Fig. 1: run 1, track usage over the die
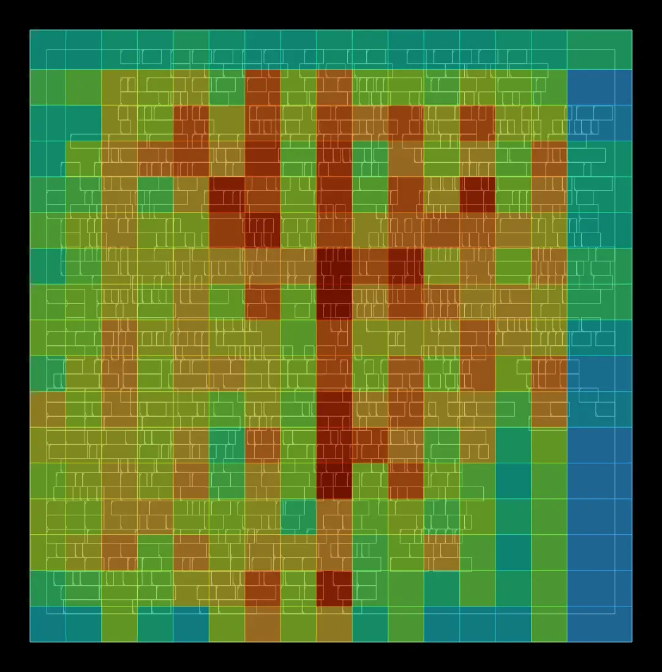
Fig. 2: run 1, drive-strength map
Drawn at 4 px/um.
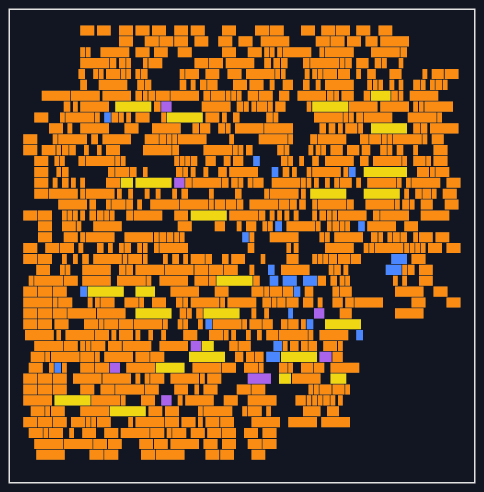
Fig. 3: run 1, metal 2
Drawn at 3 px/um.
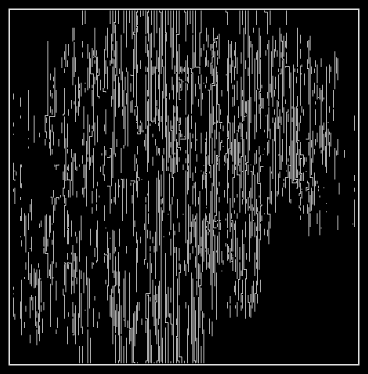
==> config.mk <==
export PLATFORM = sky130hd
export DESIGN_NAME = ext_bus_master
export DESIGN_NICKNAME = d
export VERILOG_FILES = /design/src/rtl/ext_bus_pkg.sv /design/src/rtl/ext_bus_master.sv
export SDC_FILE = /design/constraint.sdc
export NUM_CORES = 1
export LEC_CHECK = 0
export CORE_AREA = 3 3 113 115
export DETAILED_ROUTE_END_ITERATION = 7
export DIE_AREA = 0 0 116 118
export GPL_TIMING_DRIVEN = 0
export PLACE_DENSITY = 0.74
export SLEW_MARGIN = 20
export SYNTH_ARGS = -nofsm -noshare
export SYNTH_HDL_FRONTEND = slang
export SYNTH_SLANG_ARGS = --single-unit
==> constraint.sdc <==
create_clock -name wb_clk_i -period 4.9 [get_ports wb_clk_i]
set_input_delay 1.47 -clock wb_clk_i [delete_from_list [all_inputs] [get_ports wb_clk_i]]
set_output_delay 1.47 -clock wb_clk_i [all_outputs]
set_load 0.01 [all_outputs]
==> Table 3: Implementation characteristics, run 1 <==
Physical design parameters

Parameter                              Value

Status
  Status .................. finished clean

Pwr
  Max IR drop VDD .................. 0.000352 V
  Clk power .................. around 1.2 mW
  Proportion of power drawn by combinational gates .................. 21.6%
  Power density cells .................. approximately 410 nW/um^2
  Leakage component of the power .................. approximately 2.7 nW
  Net switching share of the total power .................. between 30% and 40%
  Power of the combinational group .................. 0.654 mW
  Clock share of power .................. around two fifths
  Sequential power .................. ~1.2 mW

Setup path
  Sequence of cells on the critical path .................. buf_4, xnor2_1, nor3_2, buf_2, a22oi_1, o21ai_0, clkdlybuf4s50_1
  Crit path launch type .................. register
  R2R depth .................. 8
  Critical path required time .................. between 3 and 4 ns
  Maximum cell stage delay along the critical path .................. a little under 0.6 ns
  Standard cell with the maximum stage delay on the critical path .................. clkdlybuf4s50_1
  Maximum fanout along the worst path .................. 10
  Number of gates on the worst path with buffers counted .................. 7
  Arrival time at the worst endpoint .................. between 2 and 3 ns

Die
  Die width .................. about 120 um
  Number of primary I/O pins .................. between 100 and 150
  Placeable core region .................. between 10000 and 15000 um^2
  Standard-cell row count .................. about 40
  Starting density of the core .................. between 40% and 50%
  TAP cells .................. roughly 150

Layout
  Dominant logic cell type in the layout .................. nand2_1
  Final Util .................. roughly 62%
  Seq. cell area .................. about 2500 um^2
  Total number of multi-input combinational cells .................. 459
  Largest contributor to cell area by class .................. flip-flops and latches
  Clock distribution area overhead in the final layout .................. under 10%
  Fraction of final layout cells sized beyond drive strength 1 .................. 6.78%
  Number of cells in the finished layout apart from fillers .................. between 900 and 1000
  Non-clock buffering overhead in the final layout .................. approximately 22%
  Area used by multi-input combinational logic .................. 2500 um^2
  Top library cells by usage in the layout, fill and taps aside .................. nand2_1, clkdlybuf4s50_1, dfxtp_1
  Register fraction of the total cell area .................. between 30% and 40%
  Nets .................. approximately 890
  Sequential cell count of the final layout .................. around 130

CTS
  Number of buffers inserted by hold repair at cts .................. 0
  Clock-pin slew on the worst setup and hold paths .................. roughly 0.060 ns
  # resized after CTS .................. 0
  Clock tree sinks .................. roughly 130
  TritonCTS clock tree .................. done
  Buffer depth of the longest clock path .................. 2
  Root Buffer .................. clkbuf_16
  Setup bufs post-CTS .................. 0
  Later-pin clock latency in the skew report .................. ~0.42 ns

Detailed routing
  Mean number of vias per cell .................. 5.21
  Detailed-routing wirelength on met1 .................. approximately 6.7 mm
  Routed wire length on met2 .................. approximately 7.2 mm
  Top routing layer in use .................. met4
  Remaining antenna violation count after routing .................. 0

Global route
  GR Util All Layers .................. 23.0%
  Pin count of the biggest net entering global routing .................. 17
  Number of antenna violations at the first check in global routing .................. 0
  Sum of overflow across all layers after global routing .................. 0

Flow run
  Max-cap viol count .................. 0
  Count of warning messages emitted by the tools .................. 28

Synth
  Adder and majority gate portion of the synthesized area .................. less than 1%
  Post-synthesis cell type count .................. roughly 48
  Synth top area share .................. 48.0%
  Netlist area before placement .................. around 5300 um^2
  Ys async rst share .................. 0%
  Largest family of logic cells by area .................. simple AND/OR/NAND/NOR gates
  Mux share of post-synthesis cell area .................. under 10%
  Cell count after synthesis .................. roughly 640
  Flip-flop cell with the highest count after synthesis .................. dfxtp_1
  Top cells by instance count after synthesis .................. nand2_1, dfxtp_1, a21oi_1
  Post-synthesis sequential element count .................. roughly 130
  Ys cells .................. around 640
  Cell with the most instances after synthesis .................. nand2_1
  Mean instance size in the synthesized netlist .................. just over 8 um^2
  Xor and xnor area share after synthesis .................. about 3.2%

Placement
  Placer's final routability congestion estimate .................. 0.908
  Placed cell count .................. approximately 930
  Hpwl dp .................. around 12 mm
  Worst slack after detailed placement .................. about 1.2 ns
  Placed Area .................. approximately 6900 um^2

Timing
  Worst clock skew .................. around 0.012 ns
  Final count of hold timing violations .................. 0
  Final Slew Violations .................. 0
  Number of failing setup endpoints in the final timing report .................. 0
  Hold Slack .................. 0.454 ns
  Part of the cycle the worst path needs .................. approximately 86%
  Setup_tns .................. 0 ns
  Achievable Freq .................. about 240 MHz

Hold path
  Path class of the lowest-slack min-delay path .................. register to register
-- Fig. 1 (at the start) --
met2 global-route usage: 35.7%
global-route met1 utilization: 29.6%
wire length per cell: 16.1 um

-- Fig. 2 (at the start) --
Key: purple = drive 3 to 4 [cells 8, share 0.99%, most used clkinvlp_4]; blue = drive 2 [cells 22, share 2.7%, most used buf_2]; orange = drive 1 or less [cells 756, share 93%, most used nand2_1]; yellow = drive 6 and up [cells 25, share 3.1%, most used clkbuf_16]
final non-filler cell area: 7430 um^2
post-synthesis to final-layout area growth: 41.3%
nonclk buf count: 188
post-route setup slack: 0.685 ns

-- Fig. 3 (at the start) --
The layer holds 46% of the routed length. 755 nets have wire on it.
via total after detailed routing: 4990
routed wire length: 15.5 mm

--- run 2 (diff from run 1) ---
ABC_AREA = 1   (was default)
CORE_AREA = 3 3 114 116   (was 3 3 113 115)
DIE_AREA = 0 0 117 119   (was 0 0 116 118)
clock period = 4 ns   (was 4.9 ns; I/O delays follow)
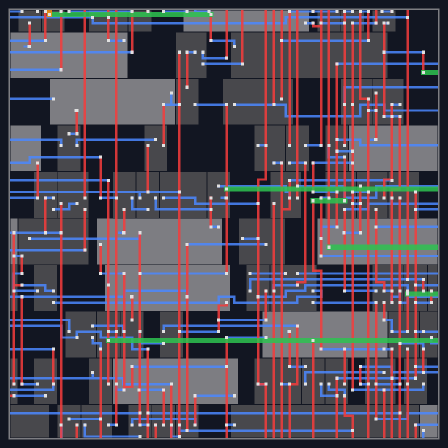
Fig. 4. Zoomed window (run 2).
Region (46, 47) to (71, 72) um. Cells in grey, sequential cells in the stronger grey; small squares are vias.
Key: blue = met1; orange = met4; green = met3; red = met2
Most frequent: nor2_1 (14), nand2_1 (8), dfxtp_1 (8). 55 logic cells have their middle in the window. Sequential cells in the window: 8.

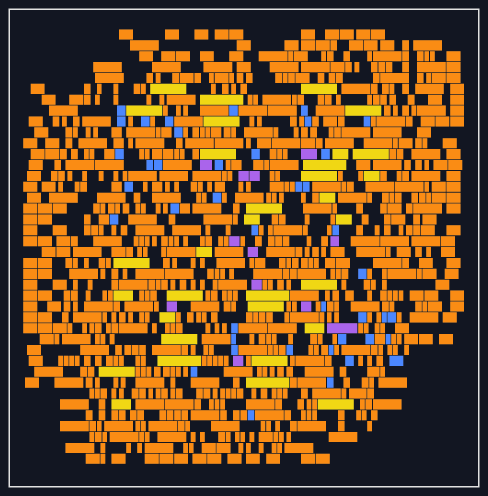
Fig. 5. Drive-strength map (run 2).
Drawn at 4 px/um.
Key: orange = drive 1 or less [cells 843, share 91%, most used clkdlybuf4s50_1]; purple = drive 3 to 4 [cells 12, share 1.3%, most used buf_4]; yellow = drive 6 and up [cells 32, share 3.4%, most used clkbuf_16]; blue = drive 2 [cells 41, share 4.4%, most used or2_2]
post-route setup slack: 0.131 ns
final non-filler cell area: 7670 um^2

==> Table 3: Implementation characteristics, run 2 <==
Physical design parameters

Parameter                              Value

Status
  Status .................. finished clean

Layout
  Top library cells by usage in the layout, fill and taps aside .................. clkdlybuf4s50_1, nor2_1, nand2_1
  Final Util .................. a little under two thirds
  Seq. cell area .................. 2520 um^2
  Sequential cell count of the final layout .................. ~130
  Number of cells in the finished layout apart from fillers .................. between 1000 and 1500
  Nets .................. 1004
  Area used by multi-input combinational logic .................. around 2400 um^2
  Largest contributor to cell area by class .................. flip-flops and latches
  Non-clock buffering overhead in the final layout .................. between 20% and 30%
  Total number of multi-input combinational cells .................. approximately 530
  Fraction of final layout cells sized beyond drive strength 1 .................. 9.16%
  Nonclk buf count .................. 188
  Register fraction of the total cell area .................. 32.9%
  Dominant logic cell type in the layout .................. clkdlybuf4s50_1

Setup path
  R2R depth .................. 10
  Critical path required time .................. about 2.8 ns
  Number of gates on the worst path with buffers counted .................. 7
  Standard cell with the maximum stage delay on the critical path .................. clkdlybuf4s50_1
  Arrival time at the worst endpoint .................. roughly 2.7 ns
  Sequence of cells on the critical path .................. inv_2, nor3_2, inv_1, nand2_2, inv_1, o31ai_1, clkdlybuf4s50_1
  Maximum fanout along the worst path .................. 7
  Maximum cell stage delay along the critical path .................. approximately 0.64 ns

Synth
  Flip-flop cell with the highest count after synthesis .................. dfxtp_1
  Post-synthesis cell type count .................. 28
  Synth top area share .................. a little under half
  Post-synthesis sequential element count .................. roughly 130
  Adder and majority gate portion of the synthesized area .................. less than 1%
  Xor and xnor area share after synthesis .................. less than 1%
  Mux share of post-synthesis cell area .................. 0%
  Mean instance size in the synthesized netlist .................. 7.17 um^2
  Netlist area before placement .................. 5410 um^2

Timing
  Setup_tns .................. 0 ns
  Final count of hold timing violations .................. 0
  Number of failing setup endpoints in the final timing report .................. 0
  Part of the cycle the worst path needs .................. just under 100%
  Achievable Freq .................. roughly 260 MHz
  Worst clock skew .................. 0.00868 ns
  Final Slew Violations .................. 0

Flow run
  Max-cap viol count .................. 0
  Count of warning messages emitted by the tools .................. 28

Global route
  Pin count of the biggest net entering global routing .................. 17
  Number of antenna violations at the first check in global routing .................. 0
  Sum of overflow across all layers after global routing .................. 0

Die
  Standard-cell row count .................. approximately 40
  TAP cells .................. 147
  Placeable core region .................. roughly 12000 um^2
  Starting density of the core .................. 45.0%
  Number of primary I/O pins .................. roughly 150
  Die width .................. 117 um

CTS
  Root Buffer .................. clkbuf_16
  Clock tree sinks .................. between 100 and 150
  Later-pin clock latency in the skew report .................. between 0.4 and 0.5 ns
  Setup bufs post-CTS .................. 0
  TritonCTS clock tree .................. done

Hold path
  Path class of the lowest-slack min-delay path .................. register to register

Detailed routing
  Remaining antenna violation count after routing .................. 0
  Mean number of vias per cell .................. 5.13
  Detailed-routing wirelength on met1 .................. 7.30 mm
  Routed wire length on met2 .................. 7.27 mm
  Wire length per cell .................. about 15 um

Pwr
  Power density cells .................. between 400 and 500 nW/um^2
  Clk power .................. ~1.7 mW
  Proportion of power drawn by combinational gates .................. 12.6%
  Net switching share of the total power .................. a little under a quarter
  Max IR drop VDD .................. approximately 0.00028 V
  Clock share of power .................. roughly half
  Power of the combinational group .................. 0.447 mW

Placement
  Hpwl dp .................. 12.0 mm
  Placer's final routability congestion estimate .................. a little over 0.8
  Placed Area .................. roughly 7000 um^2
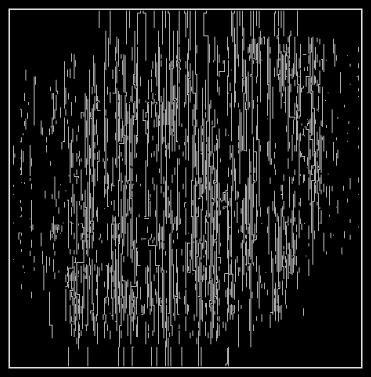
Fig. 6. Metal 2 (run 2).
Drawn at 3 px/um.
804 nets have wire on it. The layer carries 7270 um of wire. The wires run mostly vertical. The layer holds 45% of the routed length.
met2 global-route usage: 35.7%
via total after detailed routing: 5510
routed wire length: 16.1 mm

Power is estimated from default activity; no workload was simulated.
